--- src/rtl/hilo_pkg.sv ---
// rtl/hilo_pkg.sv - shared types and op mapping for the HI/LO sequencer
package hilo_pkg;

   typedef enum logic [2:0] {
      MTHI  = 3'd0,
      MTLO  = 3'd1,
      MULT  = 3'd2,
      MULTU = 3'd3,
      DIV   = 3'd4,
      DIVU  = 3'd5
   } hilo_op_t;

   localparam logic [1:0] DP_MTHI = 2'b00;
   localparam logic [1:0] DP_MTLO = 2'b01;
   localparam logic [1:0] DP_MUL  = 2'b10;
   localparam logic [1:0] DP_DIV  = 2'b11;

   typedef enum logic {
      IDLE = 1'b0,
      EXEC = 1'b1
   } state_t;

   // Codes 6 and 7 have no datapath meaning and are swallowed on acceptance.
   function automatic logic op_known(input logic [2:0] op);
      return op <= 3'd5;
   endfunction

   function automatic logic [1:0] dp_op_of(input logic [2:0] op);
      logic [1:0] r;
      case (op)
         MTHI:        r = DP_MTHI;
         MTLO:        r = DP_MTLO;
         MULT, MULTU: r = DP_MUL;
         default:     r = DP_DIV;
      endcase
      return r;
   endfunction

endpackage

--- src/rtl/hilo_seq_ctrl.sv ---
// rtl/hilo_seq_ctrl.sv - one-at-a-time HI/LO op sequencer with latency counter
// Latches operands on acceptance and pulses dp_write_en when the counter reaches zero.
module hilo_seq_ctrl
   import hilo_pkg::*;
#(
   parameter int MULT_LAT = 4,
   parameter int DIV_LAT  = 32,
   parameter int CNT_W    = 6
) (
   input  logic        clk,
   input  logic        reset,
   input  logic        req_valid,
   input  logic [2:0]  req_op,
   input  logic [31:0] req_a,
   input  logic [31:0] req_b,
   output logic        req_ready,
   input  logic        flush,
   input  logic        rd_req,
   output logic        rd_stall,
   output logic        busy,
   output logic        dp_write_en,
   output logic        dp_sin,
   output logic [1:0]  dp_op,
   output logic [31:0] dp_in_1,
   output logic [31:0] dp_in_2,
   output logic        div_by_zero
);

   state_t             state_q, state_d;
   logic [CNT_W-1:0]   count_q, count_d;
   logic               zero_div_q, zero_div_d;
   logic [31:0]        dp_in_1_q, dp_in_1_d;
   logic [31:0]        dp_in_2_q, dp_in_2_d;
   logic [1:0]         dp_op_q, dp_op_d;
   logic               dp_sin_q, dp_sin_d;
   logic               final_cyc;
   logic               start;
   logic [1:0]         new_dp_op;

   assign final_cyc = (state_q == EXEC) && (count_q == '0);
   assign req_ready = !flush && ((state_q == IDLE) || (count_q == '0));
   assign start     = req_valid && req_ready && op_known(req_op);
   assign new_dp_op = dp_op_of(req_op);

   always_comb begin
      state_d    = state_q;
      count_d    = count_q;
      zero_div_d = zero_div_q;
      dp_in_1_d  = dp_in_1_q;
      dp_in_2_d  = dp_in_2_q;
      dp_op_d    = dp_op_q;
      dp_sin_d   = dp_sin_q;

      if (state_q == EXEC) begin
         if (flush || final_cyc) begin
            state_d = IDLE;
            count_d = '0;
         end else begin
            count_d = count_q - CNT_W'(1);
         end
      end

      // A start in the final cycle overrides the return to IDLE above.
      if (start) begin
         state_d    = EXEC;
         dp_in_1_d  = req_a;
         dp_in_2_d  = req_b;
         dp_op_d    = new_dp_op;
         dp_sin_d   = (req_op == MULT) || (req_op == DIV);
         zero_div_d = (new_dp_op == DP_DIV) && (req_b == 32'd0);
         if (new_dp_op == DP_MUL) begin
            count_d = CNT_W'(MULT_LAT - 1);
         end else if (new_dp_op == DP_DIV) begin
            count_d = CNT_W'(DIV_LAT - 1);
         end else begin
            count_d = '0;
         end
      end
   end

   always_ff @(posedge clk or posedge reset) begin
      if (reset) begin
         state_q    <= IDLE;
         count_q    <= '0;
         zero_div_q <= 1'b0;
         dp_in_1_q  <= '0;
         dp_in_2_q  <= '0;
         dp_op_q    <= DP_MTHI;
         dp_sin_q   <= 1'b0;
      end else begin
         state_q    <= state_d;
         count_q    <= count_d;
         zero_div_q <= zero_div_d;
         dp_in_1_q  <= dp_in_1_d;
         dp_in_2_q  <= dp_in_2_d;
         dp_op_q    <= dp_op_d;
         dp_sin_q   <= dp_sin_d;
      end
   end

   assign dp_write_en = final_cyc && !flush && !zero_div_q;
   assign div_by_zero = final_cyc && zero_div_q && !flush;
   assign busy        = (state_q == EXEC);
   assign rd_stall    = rd_req && busy;
   assign dp_in_1     = dp_in_1_q;
   assign dp_in_2     = dp_in_2_q;
   assign dp_op       = dp_op_q;
   assign dp_sin      = dp_sin_q;

endmodule
--- config.mk ---
export PLATFORM = sky130hd
export DESIGN_NAME = hilo_seq_ctrl
export DESIGN_NICKNAME = d
export VERILOG_FILES = /design/src/rtl/hilo_pkg.sv /design/src/rtl/hilo_seq_ctrl.sv
export SDC_FILE = /design/constraint.sdc
export NUM_CORES = 1
export LEC_CHECK = 0
export ABC_CLOCK_PERIOD_IN_PS = 4100
export CAP_MARGIN = 5
export CORE_ASPECT_RATIO = 0.8
export CORE_MARGIN = 2
export CORE_UTILIZATION = 46
export DETAILED_ROUTE_END_ITERATION = 16
export PLACE_DENSITY = 0.89
export SLEW_MARGIN = 20
export SYNTH_ARGS = -nofsm -noshare
export SYNTH_HDL_FRONTEND = slang
export SYNTH_SLANG_ARGS = --single-unit
export TNS_END_PERCENT = 10
--- constraint.sdc ---
create_clock -name clk -period 4.1 [get_ports clk]
set_input_delay 0.615 -clock clk [delete_from_list [all_inputs] [get_ports clk]]
set_output_delay 0.615 -clock clk [all_outputs]
set_load 0.01 [all_outputs]
Run 1, PDN straps and rails:
Scale bar: 20 µm. Pins as bars on the die edge. Tap cells in gray.
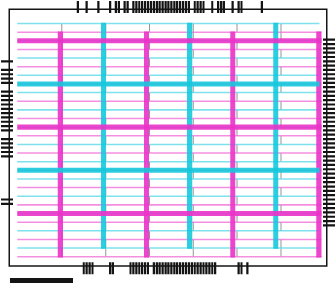
VDD: drawn in cyan. VSS: drawn in magenta.
87 tap cells. 7 straps on met4. 144 signal pins sit on the boundary. 28 met1 rails follow the rows.
die height: 80.4 µm
floorplan core area: 6990 µm²

Run 1, placed cells, one color a class:
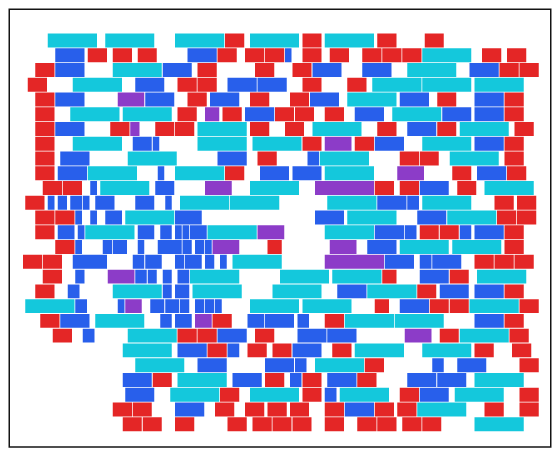
sequential cells: drawn in cyan, cells 75, share of their area 38%. combinational and other logic: drawn in blue, cells 134, share of their area 28%. clock drivers and dummy loads: drawn in purple, cells 15, share of their area 4.3%. remaining buffers and delay cells: drawn in red, cells 146, share of their area 29%.

Run 1, clock network drawn from the DEF:
Scale bar: 20 µm.
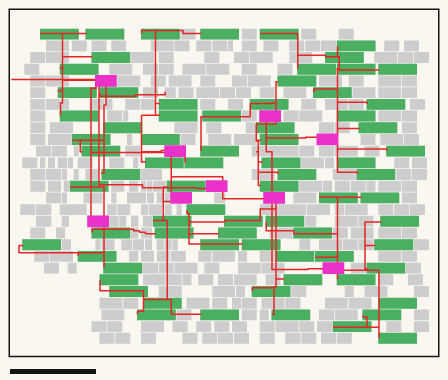
flip-flops: drawn in green, count 75. clock drivers: drawn in magenta, count 9. clock wires: drawn in red, length 896 µm.
There are 10 routed clock nets.

Run 1, wiring by layer:
Scale bar: 20 µm. Two of the layers only.
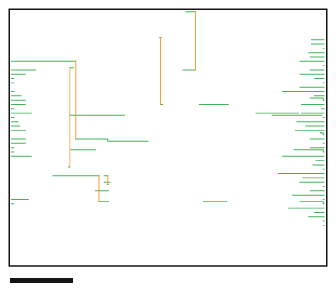
metal 4: drawn in orange, wire length 106 µm. metal 3: drawn in green, wire length 432 µm.
Routed WL: 7.96 mm
Vias: 2,325
Avg WL per Cell: 17.4 µm

==> run_summary.xml, run 1 <==
<?xml version="1.0" encoding="UTF-8"?>
<metrics>
  <group name="outcome">
    <metric name="outcome" unit="">complete, no violations</metric>
  </group>
  <group name="floorplanning">
    <metric name="core_util_floorplan" unit="%">48.0</metric>
    <metric name="nWellTaps" unit="">87</metric>
    <metric name="dieArea" unit="µm²">8000</metric>
  </group>
  <group name="global_routing">
    <metric name="grt_pass1_vias" unit="">2519</metric>
    <metric name="busiest_layer" unit="">met2</metric>
  </group>
  <group name="power_and_ir_drop">
    <metric name="internal_power" unit="mW">2.26</metric>
    <metric name="switching_share" unit="%">29.0</metric>
    <metric name="clockPowerShare" unit="%">19.3</metric>
    <metric name="vdd.ir_drop.worst" unit="V">0.000300</metric>
  </group>
  <group name="logic_synthesis">
    <metric name="yosys-stat-cells" unit="">216</metric>
    <metric name="synth-adder-area-share" unit="%">0.373</metric>
    <metric name="netlist_top_cells_area" unit="">dfrtp_1, mux2_4, buf_6</metric>
    <metric name="synthMostInstantiatedCell" unit="">dfrtp_1</metric>
    <metric name="netlist_area" unit="µm²">3360</metric>
    <metric name="edf_count" unit="">0</metric>
    <metric name="synth.yosys.seq_area_share" unit="%">55.9</metric>
  </group>
  <group name="layout">
    <metric name="most_used_logic_cell_in_the_final_layout" unit="">clkdlybuf4s50_1</metric>
    <metric name="final-instance-count-excl-fill" unit="">457</metric>
    <metric name="mi_logic_area" unit="µm²">1370</metric>
    <metric name="final_design_area_no_fill" unit="µm²">5060</metric>
    <metric name="filler_cell_count" unit="">485</metric>
    <metric name="area.share.sequential" unit="%">37.1</metric>
    <metric name="final.signal_inverter_count" unit="">10</metric>
  </group>
  <group name="worst_hold_path">
    <metric name="min_path_cells" unit="">1</metric>
  </group>
  <group name="clock_tree">
    <metric name="clock_tree.htree_level_count" unit="">3</metric>
    <metric name="cts-hold-fix-buffers" unit="">0</metric>
    <metric name="cts_root_buf" unit="">clkbuf_8</metric>
    <metric name="clkSlewWorstSetupHoldPaths" unit="ns">0.08</metric>
  </group>
  <group name="setup_path">
    <metric name="path_cells" unit="">inv_1 -&gt; ha_1 -&gt; nor4b_1 -&gt; nand2b_1 -&gt; nor3_1 -&gt; clkdlybuf4s50_1</metric>
    <metric name="start_kind" unit="">register</metric>
    <metric name="worst-r2r-setup-slack" unit="ns">1.27</metric>
    <metric name="critical_path_depth" unit="">6</metric>
    <metric name="worst_path_largest_cell_delay" unit="ns">0.58</metric>
  </group>
  <group name="route">
    <metric name="drcViolationCount" unit="">0</metric>
    <metric name="starting_drt_drc_count" unit="">108</metric>
  </group>
  <group name="place">
    <metric name="placed_cells_incl_taps" unit="">442</metric>
  </group>
  <group name="sta">
    <metric name="timing.setup.tns" unit="ns">0</metric>
    <metric name="final_max_slew_viol_count" unit="">0</metric>
  </group>
</metrics>
Run 1, clock wiring as the flow saved it:
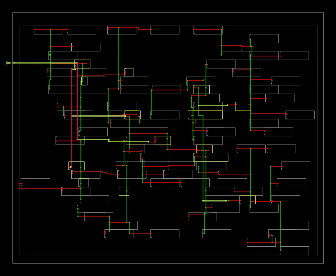

==> run 2: changes to the inputs <==
--- a/config.mk
+++ b/config.mk
@@ -5,13 +5,13 @@
 export SDC_FILE = /design/constraint.sdc
 export NUM_CORES = 1
 export LEC_CHECK = 0
-export ABC_CLOCK_PERIOD_IN_PS = 4100
+export ABC_CLOCK_PERIOD_IN_PS = 2750
 export CAP_MARGIN = 5
 export CORE_ASPECT_RATIO = 0.8
 export CORE_MARGIN = 2
-export CORE_UTILIZATION = 46
+export CORE_UTILIZATION = 42
 export DETAILED_ROUTE_END_ITERATION = 16
-export PLACE_DENSITY = 0.89
+export PLACE_DENSITY = 0.83
 export SLEW_MARGIN = 20
 export SYNTH_ARGS = -nofsm -noshare
 export SYNTH_HDL_FRONTEND = slang
==> constraint.sdc (replaced) <==
create_clock -name clk -period 2.75 [get_ports clk]
set_input_delay 0.4125 -clock clk [delete_from_list [all_inputs] [get_ports clk]]
set_output_delay 0.4125 -clock clk [all_outputs]
set_load 0.01 [all_outputs]
Run 2, clock wiring as the flow saved it:
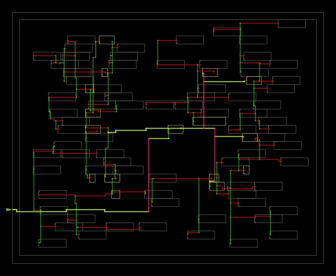
final clock skew: 0.00796 ns
clk sink count: 75
count of sequential standard cells: 75

Run 2, placed cells, one color a class:
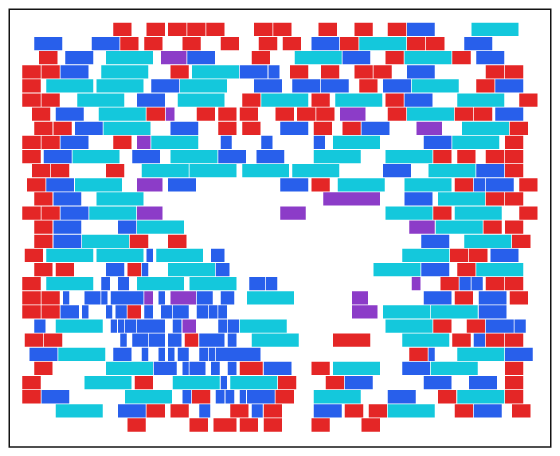
clock drivers and dummy loads: drawn in purple, cells 16, share of their area 3.9%. combinational and other logic: drawn in blue, cells 134, share of their area 29%. sequential cells: drawn in cyan, cells 75, share of their area 38%. remaining buffers and delay cells: drawn in red, cells 147, share of their area 30%.
floorplan core area: 7840 µm²
Seq/total area: 36.8%
Rows: 29
Final Util: 65.1%
post-route design area: 5100 µm²

==> run 2 against run 1 <==
Critical endpoint is now req_ready. Core utilization decreased by 7.2 points. Worst setup slack lost 0.96 ns. Cell count grew 5.0%. Wire length is essentially flat. Synthesized cell count did not move. Largest cell class unchanged. Global-route usage shrank 1.8 points. Die area rose by 9.1%.
==> run_summary.xml, run 2 <==
<?xml version="1.0" encoding="UTF-8"?>
<metrics>
  <group name="route">
    <metric name="dr_total_vias" unit="">2311</metric>
    <metric name="detailroute.wirelength.met3" unit="µm">480</metric>
    <metric name="starting_drt_drc_count" unit="">53</metric>
    <metric name="final_antenna_net_count" unit="">0</metric>
    <metric name="drt_pre_antenna_iters" unit="">4</metric>
    <metric name="drcViolationCount" unit="">0</metric>
    <metric name="wirelength" unit="mm">7.96</metric>
    <metric name="routedWlPerCell" unit="µm">16.6</metric>
  </group>
  <group name="logic_synthesis">
    <metric name="synth.yosys.seq_area_share" unit="%">55.9</metric>
    <metric name="synth.yosys.chip_area" unit="µm²">3360</metric>
    <metric name="synth-adder-area-share" unit="%">0.373</metric>
    <metric name="yosys-stat-cells" unit="">216</metric>
    <metric name="basic_gate_share_of_the_synthesized_area_counting_and_or_nand_and_nor_cells" unit="%">6.63</metric>
    <metric name="edf_count" unit="">0</metric>
    <metric name="synthesis.nets" unit="">289</metric>
    <metric name="synthCells" unit="">216</metric>
    <metric name="synthMostInstantiatedCell" unit="">dfrtp_1</metric>
    <metric name="netlist_top_cells_area" unit="">dfrtp_1, mux2_4, buf_6</metric>
    <metric name="netlist_area" unit="µm²">3360</metric>
    <metric name="synth_async_sr_flop_share" unit="%">100</metric>
    <metric name="main_logic_family" unit="">multiplexers</metric>
  </group>
  <group name="place">
    <metric name="placement.cell_area" unit="µm²">4890</metric>
    <metric name="place.detailed.hpwl" unit="mm">5.93</metric>
    <metric name="port_buffers" unit="">143</metric>
    <metric name="placed_cells_incl_taps" unit="">464</metric>
  </group>
  <group name="layout">
    <metric name="area.sequential" unit="µm²">1880</metric>
    <metric name="final-instance-count-excl-fill" unit="">480</metric>
    <metric name="most_used_logic_cell_in_the_final_layout" unit="">clkdlybuf4s50_1</metric>
    <metric name="design.final.nets" unit="">440</metric>
    <metric name="comb_area_share" unit="%">27.1</metric>
    <metric name="mi_logic_area" unit="µm²">1380</metric>
    <metric name="final.signal_inverter_count" unit="">10</metric>
    <metric name="filler_cell_count" unit="">599</metric>
  </group>
  <group name="sta">
    <metric name="timing.setup.tns" unit="ns">0</metric>
    <metric name="final_max_slew_viol_count" unit="">0</metric>
    <metric name="timing.max_slew.rel_slack" unit="%">50.2</metric>
    <metric name="report.final.setup_viol" unit="">0</metric>
    <metric name="worst_slack" unit="ns">0.183</metric>
    <metric name="max_freq" unit="MHz">389</metric>
  </group>
  <group name="job">
    <metric name="drv.max_cap_violation_count" unit="">0</metric>
  </group>
  <group name="floorplanning">
    <metric name="die_x" unit="µm">104</metric>
    <metric name="nWellTaps" unit="">108</metric>
    <metric name="die_height" unit="µm">84.0</metric>
    <metric name="dieArea" unit="µm²">8730</metric>
    <metric name="core_util_floorplan" unit="%">42.8</metric>
  </group>
  <group name="setup_path">
    <metric name="worst_path_largest_cell_delay" unit="ns">0.55</metric>
    <metric name="worst-r2r-setup-slack" unit="ns">0.37</metric>
    <metric name="setup.worst_path.class" unit="">register to primary output</metric>
    <metric name="worstReg2RegStart" unit="">count_q[0]$_DFFE_PP0P_</metric>
    <metric name="path_cells" unit="">inv_1 -&gt; ha_1 -&gt; nor4b_4 -&gt; nand2b_1 -&gt; a21oi_1 -&gt; clkdlybuf4s50_1</metric>
    <metric name="critical_path_arrival" unit="ns">2.15</metric>
    <metric name="buffer_and_inverter_tally_for_the_worst_setup_path" unit="">2</metric>
    <metric name="timing.critical_path.slowest_stage_cell" unit="">clkdlybuf4s50_1</metric>
    <metric name="start_kind" unit="">register</metric>
    <metric name="critical_path_depth" unit="">6</metric>
    <metric name="end_kind" unit="">primary output</metric>
    <metric name="path_max_fanout" unit="">5</metric>
  </group>
  <group name="clock_tree">
    <metric name="cts-hold-fix-buffers" unit="">0</metric>
    <metric name="cts.repair_timing.setup_buffer_count" unit="">0</metric>
    <metric name="cts_made_buffers" unit="">9</metric>
    <metric name="clkSlewWorstSetupHoldPaths" unit="ns">0.08</metric>
    <metric name="cts_root_buf" unit="">clkbuf_8</metric>
    <metric name="clock_tree.htree_level_count" unit="">3</metric>
  </group>
  <group name="global_routing">
    <metric name="grt-ovfl-total" unit="">0</metric>
    <metric name="grt_pass1_vias" unit="">2503</metric>
    <metric name="busiest_layer" unit="">met2</metric>
    <metric name="grt_pass1_wl" unit="mm">12.9</metric>
  </group>
  <group name="power_and_ir_drop">
    <metric name="totalPowerFinal" unit="mW">4.67</metric>
    <metric name="vdd.ir_drop.worst" unit="V">0.000442</metric>
    <metric name="clockPowerShare" unit="%">17.6</metric>
    <metric name="p_seq" unit="mW">1.81</metric>
    <metric name="internal_power" unit="mW">3.29</metric>
    <metric name="switching_share" unit="%">29.5</metric>
  </group>
  <group name="outcome">
    <metric name="outcome" unit="">complete, no violations</metric>
  </group>
</metrics>
Run 2, wiring by layer:
Scale bar: 20 µm. Two of the layers only.
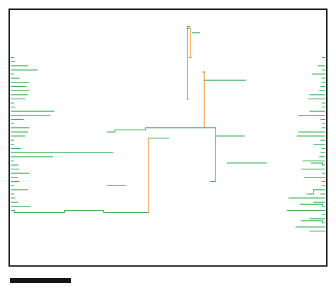

==> run 3: changes to the inputs <==
--- a/config.mk
+++ b/config.mk
@@ -5,13 +5,14 @@
 export SDC_FILE = /design/constraint.sdc
 export NUM_CORES = 1
 export LEC_CHECK = 0
-export ABC_CLOCK_PERIOD_IN_PS = 2750
+export ABC_CLOCK_PERIOD_IN_PS = 2680
 export CAP_MARGIN = 5
 export CORE_ASPECT_RATIO = 0.8
 export CORE_MARGIN = 2
 export CORE_UTILIZATION = 42
 export DETAILED_ROUTE_END_ITERATION = 16
 export PLACE_DENSITY = 0.83
+export SKIP_CTS_REPAIR_TIMING = 1
 export SLEW_MARGIN = 20
 export SYNTH_ARGS = -nofsm -noshare
 export SYNTH_HDL_FRONTEND = slang
==> constraint.sdc (replaced) <==
create_clock -name clk -period 2.68 [get_ports clk]
set_input_delay 0.402 -clock clk [delete_from_list [all_inputs] [get_ports clk]]
set_output_delay 0.402 -clock clk [all_outputs]
set_load 0.01 [all_outputs]
Run 3, wiring by layer:
Scale bar: 20 µm. Two of the layers only.
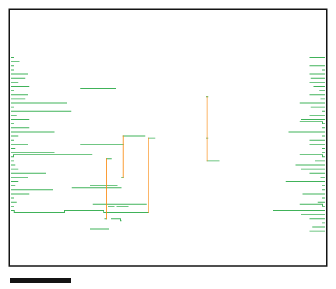
metal 3: drawn in green, wire length 541 µm. metal 4: drawn in orange, wire length 78.9 µm.

Run 3, placed cells, one color a class:
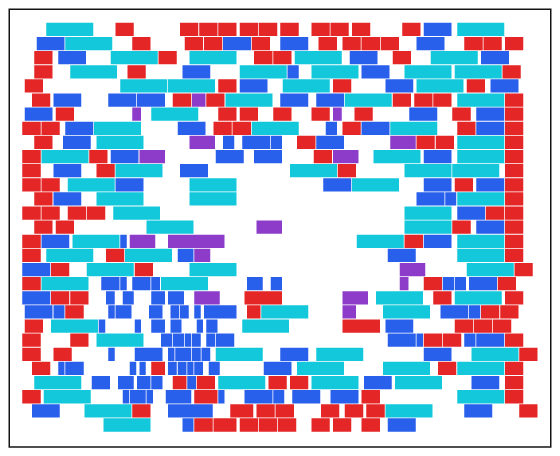
sequential cells: drawn in cyan, cells 75, share of their area 38%. clock drivers and dummy loads: drawn in purple, cells 16, share of their area 3.9%. combinational and other logic: drawn in blue, cells 134, share of their area 29%. remaining buffers and delay cells: drawn in red, cells 148, share of their area 30%.
Seq/total area: 36.6%
post-route design area: 5130 µm²

==> run 3 against run 2 <==
Synthesized area unchanged. Wire length is 1.2% lower. Synthesized cell count unchanged. Worst setup slack gained 0.24 ns. Global-route usage down 0.48 points. Critical path depth is 1 higher. Sequential share of layout area fell by 0.22 points. Count of clock-buffer cells in the layout stayed put. Critical endpoint is now dp_in_2[5]$_DFFE_PP0P_. Highest routed layer unchanged.
==> run_summary.xml, run 3 <==
<?xml version="1.0" encoding="UTF-8"?>
<metrics>
  <group name="sta">
    <metric name="timing.max_slew.rel_slack" unit="%">51.2</metric>
    <metric name="report.final.setup_viol" unit="">0</metric>
    <metric name="timing.setup.tns" unit="ns">0</metric>
    <metric name="fin_skew" unit="ns">0.00380</metric>
    <metric name="final_max_slew_viol_count" unit="">0</metric>
    <metric name="worst_slack" unit="ns">0.424</metric>
  </group>
  <group name="layout">
    <metric name="most_used_logic_cell_in_the_final_layout" unit="">clkdlybuf4s50_1</metric>
    <metric name="design.seq.count" unit="">75</metric>
    <metric name="area.sequential" unit="µm²">1880</metric>
    <metric name="comb_area_share" unit="%">27.0</metric>
    <metric name="design.final.nets" unit="">441</metric>
    <metric name="mi_logic_area" unit="µm²">1390</metric>
    <metric name="final.signal_inverter_count" unit="">10</metric>
    <metric name="final-instance-count-excl-fill" unit="">481</metric>
    <metric name="fraction_of_layout_cells_with_a_size_suffix_above_1" unit="%">25.2</metric>
    <metric name="filler_cell_count" unit="">607</metric>
    <metric name="final_core_util" unit="%">65.5</metric>
  </group>
  <group name="place">
    <metric name="placement.cell_area" unit="µm²">4900</metric>
    <metric name="place.detailed.hpwl" unit="mm">5.71</metric>
    <metric name="placed_cells_incl_taps" unit="">464</metric>
    <metric name="port_buffers" unit="">143</metric>
  </group>
  <group name="floorplanning">
    <metric name="dieArea" unit="µm²">8730</metric>
    <metric name="die_x" unit="µm">104</metric>
    <metric name="die_height" unit="µm">84.0</metric>
    <metric name="floorplan_core_area" unit="µm²">7840</metric>
    <metric name="rows" unit="">29</metric>
    <metric name="nWellTaps" unit="">108</metric>
  </group>
  <group name="route">
    <metric name="drt_pre_antenna_iters" unit="">4</metric>
    <metric name="starting_drt_drc_count" unit="">83</metric>
    <metric name="drcViolationCount" unit="">0</metric>
    <metric name="dr_total_vias" unit="">2323</metric>
    <metric name="routedWlPerCell" unit="µm">16.4</metric>
    <metric name="final_antenna_net_count" unit="">0</metric>
  </group>
  <group name="setup_path">
    <metric name="worstReg2RegStart" unit="">count_q[0]$_DFFE_PP0P_</metric>
    <metric name="worst_path_largest_cell_delay" unit="ns">0.49</metric>
    <metric name="timing.rr.end" unit="">dp_in_2[5]$_DFFE_PP0P_</metric>
    <metric name="path_cells" unit="">inv_1 -&gt; ha_2 -&gt; or4b_4 -&gt; o21ai_2 -&gt; nand3_4 -&gt; buf_4 -&gt; mux2_4</metric>
    <metric name="timing.critical_path.slowest_stage_cell" unit="">or4b_4</metric>
    <metric name="critical_path_arrival" unit="ns">2.48</metric>
    <metric name="worst-r2r-setup-slack" unit="ns">0.42</metric>
    <metric name="end_kind" unit="">register</metric>
    <metric name="buffer_and_inverter_tally_for_the_worst_setup_path" unit="">2</metric>
    <metric name="setup.worst_path.class" unit="">register to register</metric>
    <metric name="path_max_fanout" unit="">24</metric>
    <metric name="start_kind" unit="">register</metric>
  </group>
  <group name="logic_synthesis">
    <metric name="synthesis.nets" unit="">289</metric>
    <metric name="area_leader_netlist" unit="">dfrtp_1</metric>
    <metric name="netlist_top_cells_area" unit="">dfrtp_1, mux2_4, buf_6</metric>
    <metric name="edf_count" unit="">0</metric>
    <metric name="synth-adder-area-share" unit="%">0.373</metric>
    <metric name="synthCells" unit="">216</metric>
    <metric name="synthMostInstantiatedCell" unit="">dfrtp_1</metric>
    <metric name="synth.yosys.seq_area_share" unit="%">55.9</metric>
    <metric name="synth_async_sr_flop_share" unit="%">100</metric>
    <metric name="basic_gate_share_of_the_synthesized_area_counting_and_or_nand_and_nor_cells" unit="%">6.63</metric>
    <metric name="yosys-stat-cells" unit="">216</metric>
    <metric name="netlist_area" unit="µm²">3360</metric>
  </group>
  <group name="job">
    <metric name="drv.max_cap_violation_count" unit="">0</metric>
  </group>
  <group name="power_and_ir_drop">
    <metric name="p_seq" unit="mW">1.86</metric>
    <metric name="totalPowerFinal" unit="mW">4.81</metric>
    <metric name="internal_power" unit="mW">3.39</metric>
    <metric name="clockPowerShare" unit="%">17.5</metric>
  </group>
  <group name="outcome">
    <metric name="outcome" unit="">complete, no violations</metric>
  </group>
  <group name="global_routing">
    <metric name="grt-ovfl-total" unit="">0</metric>
    <metric name="grt_pass1_wl" unit="mm">12.9</metric>
    <metric name="grt_pass1_vias" unit="">2597</metric>
    <metric name="busiest_layer" unit="">met2</metric>
  </group>
  <group name="clock_tree">
    <metric name="clkSlewWorstSetupHoldPaths" unit="ns">0.08</metric>
    <metric name="clock_tree.htree_level_count" unit="">3</metric>
    <metric name="cts_root_buf" unit="">clkbuf_8</metric>
    <metric name="clock-sinks" unit="">75</metric>
    <metric name="cts_made_buffers" unit="">9</metric>
  </group>
</metrics>
